<file path="src/rtl/uart_defs.sv">
// Shared UART definitions: frame format constants, receiver state encoding
// and the ASCII digit decode used on the receive side.
`timescale 1ns/1ps
package uart_defs;

    localparam int UART_DATA_BITS = 8;
    localparam logic UART_START_BIT = 1'b0;
    localparam logic UART_STOP_BIT = 1'b1;
    localparam logic [7:0] ASCII_OFFSET = 8'd48;

    typedef enum logic [2:0] {
        ST_WAIT_IDLE = 3'd0,
        ST_IDLE      = 3'd1,
        ST_START     = 3'd2,
        ST_DATA      = 3'd3,
        ST_STOP      = 3'd4
    } rx_state_e;

    // Undo the transmitter's "+48" digit encoding; wraps modulo 256.
    function automatic logic [7:0] ascii_decode(input logic [7:0] b);
        return b - ASCII_OFFSET;
    endfunction

endpackage

</file>
<file path="src/rtl/uart_bit_timer.sv">
// Free-running terminal-count timer: counts 0..MAX_COUNT-1 while enabled and
// pulses tick_o on the last count, then wraps to 0. clr_i holds it at 0.
`timescale 1ns/1ps
module uart_bit_timer #(
    parameter int unsigned MAX_COUNT = 16
) (
    input  logic clk,
    input  logic rst,
    input  logic clr_i,
    input  logic en_i,
    output logic tick_o
);

    localparam int W = (MAX_COUNT > 1) ? $clog2(MAX_COUNT) : 1;
    localparam logic [W-1:0] LAST = W'(MAX_COUNT - 1);

    logic [W-1:0] count_q;

    assign tick_o = en_i && !clr_i && (count_q == LAST);

    // Count while enabled; wrap on terminal count so back-to-back periods are exact.
    always_ff @(posedge clk) begin
        if (rst || clr_i) begin
            count_q <= '0;
        end else if (en_i) begin
            count_q <= (count_q == LAST) ? '0 : count_q + W'(1);
        end
    end

endmodule

</file>
<file path="src/rtl/uart_rx.sv">
// 8N1 UART receiver: synchronises rx, validates the start bit at half a bit,
// samples data bits at mid-bit LSB first, checks the stop bit and presents the
// (optionally ASCII-decoded) byte with a one-cycle valid strobe.
`timescale 1ns/1ps
module uart_rx
    import uart_defs::*;
#(
    parameter int unsigned BAUD      = 9600,
    parameter int unsigned F         = 50000000,
    parameter int unsigned ASCII_DEC = 1
) (
    input  logic       clk,
    input  logic       rst,
    input  logic       rx,
    output logic [7:0] data,
    output logic       valid,
    output logic       frame_err,
    output logic       busy
);

    localparam int unsigned CPB  = F / BAUD;
    localparam int unsigned HALF = CPB / 2;

    logic       rx_meta_q;
    logic       rx_s_q;
    logic [1:0] fill_q;
    rx_state_e  state_q;
    logic [7:0] shift_q;
    logic [2:0] bit_idx_q;
    logic [7:0] data_q;
    logic       valid_q;
    logic       ferr_q;

    logic half_en;
    logic bit_en;
    logic half_tick;
    logic bit_tick;

    // The synchroniser flops reset high, so right after reset rx_s does not yet
    // reflect the pin. fill_q marks when the pin value has propagated through
    // both flops, so a line held low across reset is not mistaken for idle.
    always_ff @(posedge clk) begin
        if (rst) begin
            rx_meta_q <= 1'b1;
            rx_s_q    <= 1'b1;
            fill_q    <= 2'b00;
        end else begin
            rx_meta_q <= rx;
            rx_s_q    <= rx_meta_q;
            fill_q    <= {fill_q[0], 1'b1};
        end
    end

    // Timers run only in the states that use them and are held at zero
    // otherwise; transitions between timed states happen on a tick, where the
    // counter wraps to zero, so every state is entered with a cleared timer.
    assign half_en = (state_q == ST_START);
    assign bit_en  = (state_q == ST_DATA) || (state_q == ST_STOP);

    uart_bit_timer #(.MAX_COUNT(HALF)) u_half_timer (
        .clk    (clk),
        .rst    (rst),
        .clr_i  (!half_en),
        .en_i   (half_en),
        .tick_o (half_tick)
    );

    uart_bit_timer #(.MAX_COUNT(CPB)) u_bit_timer (
        .clk    (clk),
        .rst    (rst),
        .clr_i  (!bit_en),
        .en_i   (bit_en),
        .tick_o (bit_tick)
    );

    // Receive FSM with registered data/valid/frame_err outputs.
    always_ff @(posedge clk) begin
        if (rst) begin
            state_q   <= ST_WAIT_IDLE;
            shift_q   <= '0;
            bit_idx_q <= '0;
            data_q    <= '0;
            valid_q   <= 1'b0;
            ferr_q    <= 1'b0;
        end else begin
            valid_q <= 1'b0;
            ferr_q  <= 1'b0;
            case (state_q)
                ST_WAIT_IDLE: begin
                    if (fill_q[1] && rx_s_q == UART_STOP_BIT) begin
                        state_q <= ST_IDLE;
                    end
                end
                ST_IDLE: begin
                    if (rx_s_q == UART_START_BIT) begin
                        state_q <= ST_START;
                    end
                end
                ST_START: begin
                    if (half_tick) begin
                        if (rx_s_q == UART_START_BIT) begin
                            state_q   <= ST_DATA;
                            bit_idx_q <= '0;
                        end else begin
                            // Start bit vanished before mid-bit: a glitch.
                            state_q <= ST_IDLE;
                        end
                    end
                end
                ST_DATA: begin
                    if (bit_tick) begin
                        shift_q <= {rx_s_q, shift_q[7:1]};
                        if (bit_idx_q == 3'(UART_DATA_BITS - 1)) begin
                            state_q <= ST_STOP;
                        end else begin
                            bit_idx_q <= bit_idx_q + 3'd1;
                        end
                    end
                end
                ST_STOP: begin
                    if (bit_tick) begin
                        if (rx_s_q == UART_STOP_BIT) begin
                            data_q  <= (ASCII_DEC != 0) ? ascii_decode(shift_q) : shift_q;
                            valid_q <= 1'b1;
                            state_q <= ST_IDLE;
                        end else begin
                            ferr_q  <= 1'b1;
                            state_q <= ST_WAIT_IDLE;
                        end
                    end
                end
                default: begin
                    state_q <= ST_WAIT_IDLE;
                end
            endcase
        end
    end

    assign data      = data_q;
    assign valid     = valid_q;
    assign frame_err = ferr_q;
    assign busy      = (state_q != ST_IDLE);

endmodule

</file>
<file path="config.mk">
export PLATFORM = sky130hd
export DESIGN_NAME = uart_rx
export DESIGN_NICKNAME = d
export VERILOG_FILES = /design/src/rtl/uart_defs.sv /design/src/rtl/uart_bit_timer.sv /design/src/rtl/uart_rx.sv
export SDC_FILE = /design/constraint.sdc
export NUM_CORES = 1
export LEC_CHECK = 0
export ABC_AREA = 1
export CORE_UTILIZATION = 50
export DETAILED_ROUTE_END_ITERATION = 7
export GPL_TIMING_DRIVEN = 0
export PLACE_DENSITY_LB_ADDON = 0.2
export RECOVER_POWER = 100
export SLEW_MARGIN = 20
export SYNTH_ARGS = -nofsm -noshare
export SYNTH_HDL_FRONTEND = slang
export SYNTH_SLANG_ARGS = --single-unit
export TNS_END_PERCENT = 100
</file>
<file path="constraint.sdc">
create_clock -name clk -period 1.9 [get_ports clk]
set_input_delay 0.38 -clock clk [delete_from_list [all_inputs] [get_ports clk]]
set_output_delay 0.38 -clock clk [all_outputs]
set_load 0.02 [all_outputs]
</file>
Figure 1. Routing congestion.
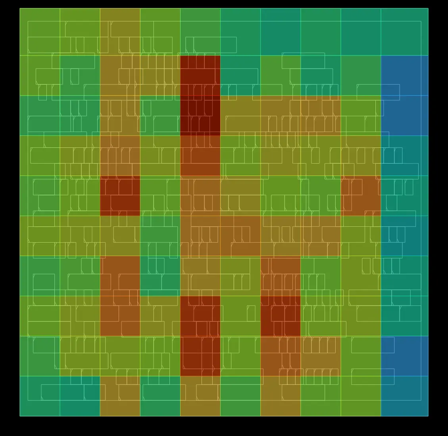
GRT busiest layer: met2
Wirelength per Cell: 11.4 microns
met2 routing resource usage after global routing: 33.7%
end-of-flow core utilization: 58.8%

Figure 2. I/O nets highlighted.
(4 px per micron)
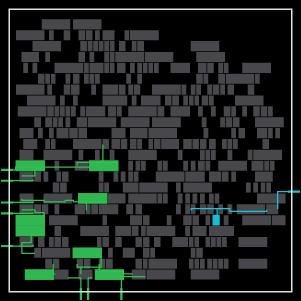
[`busy`] cyan | direction: output | edge: right | end cells: 1 | buffers: 1 | wire: 29.0 microns
[`data`] green | direction: output | edge: 5 left, 3 bottom | end cells: 8 | buffers: 8 | wire: 153 microns

Figure 3. Metal 3.
(6 px per micron)
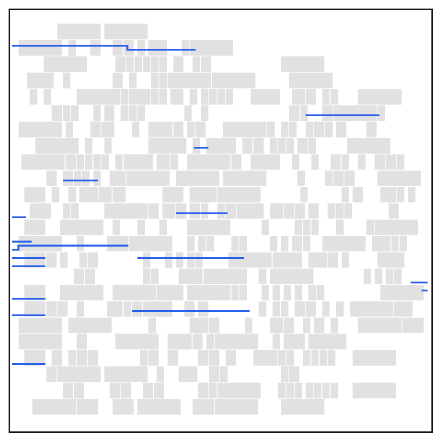
main direction: horizontal
share of all routed wire: 3.4%
wire length on this layer: 150 microns
longest straight run: 19.3 microns
nets with wire on the layer: 16

==> summary.txt <==
Implementation run completed; key figures follow.

Cells and area:
- Non-clock buffers make up 6.12% of the layout cell area.
- The run puts the number of logic gates at 213.
- The run puts the number of filler instances in the final layout at 423.
- The run puts the number of sequential storage elements at 53.
- The run gives the filler-free cell count of the finished design as 385.
- The flow measured a signed area growth from synthesis to layout of 11.5%.
- The multi-input combinational cells in the finished layout cover a total of 1070 sq um.
- The run puts the buffer count excluding the clock tree in the final layout at 18.
- The run gives the register area as 1060 sq um.

Route:
- The run puts the final antenna-violating net count at 0.
- The run gives the via count as 1911.
- The run puts the post-detailed-route DRC marker count at 0.
- The run gives the number of vias per cell after detailed routing as 4.96.
- The run gives the detailed-router iteration count before antenna repair as 4.

Worst hold path:
- For hold timing, the worst endpoint is fill_q[1].
- The run puts the hold path depth at 2.

Power and ir drop:
- The run puts the combinational cell fraction of total power at 22.6%.
- The final power report lists total power as 2.39 mW.

Die:
- The run gives the total core area as 4410 sq um.
- The run puts the number of placed I/O pins at 14.
- The run puts the number of tap cells added at floorplan at 52.

Setup path:
- The run gives the endpoint class of the critical path as an output port.
- The run gives the arrival time of data at the critical path endpoint as 1330 ps.
- The run gives the source of the worst register-to-register timing path as u_bit_timer.count_q[0].
- Of all nets on the critical path, the largest fanout is 5.

Synth:
- Synthesis produced 313 cells.

Final timing:
- The final layout reports a setup TNS of 0 ps.
- The end-of-flow timing check tallies setup violations at 0.
- The run puts the post-route minimum period at 1710 ps.
- Setup repair after global routing left no endpoint under its margin.
- The run puts the peak clock frequency supported by timing at 0.585 GHz.

Clocking:
- The later pin in the worst-skew pair is clocked with a latency of 300 ps.
- CTS added clock buffers totalling 5.

Outcome:
- The run finished with clean final reports.

Global route:
- Summed over all layers, the global routing overflow is 0.
cells by family (layout without fill, tap and decap cells):
| group | Yosys count | count (layout) | share of synthesized area, % |
|---|---|---|---|
| AND/OR/NAND/NOR | 150 | 150 | 30.1 |
| buffers and inverters | 47 | 67 | 8.06 |
| XOR/XNOR | 6 | 6 | 2.26 |
| flip-flops | 53 | 53 | 45.6 |
| AND-OR/OR-AND | 52 | 52 | 11.3 |
| adder cells (fa/ha/maj) | 5 | 5 | 2.69 |
cell usage after synthesis (all sizes together), types with 2 or more instances:
library cell	number	area share [%]
clkbuf	3	0.48
o21ai	24	5.2
nor2	58	11
inv	41	6.6
dfxtp	53	46
ha	5	2.7
nand3	17	5.2
buf	2	0.81
or2	2	0.54
a21oi	26	5.6
xor2	4	1.5
nor3	13	3.0
xnor2	2	0.75
nand2	57	9.7
No activity file was given, so power comes from the tool's default toggle rates.
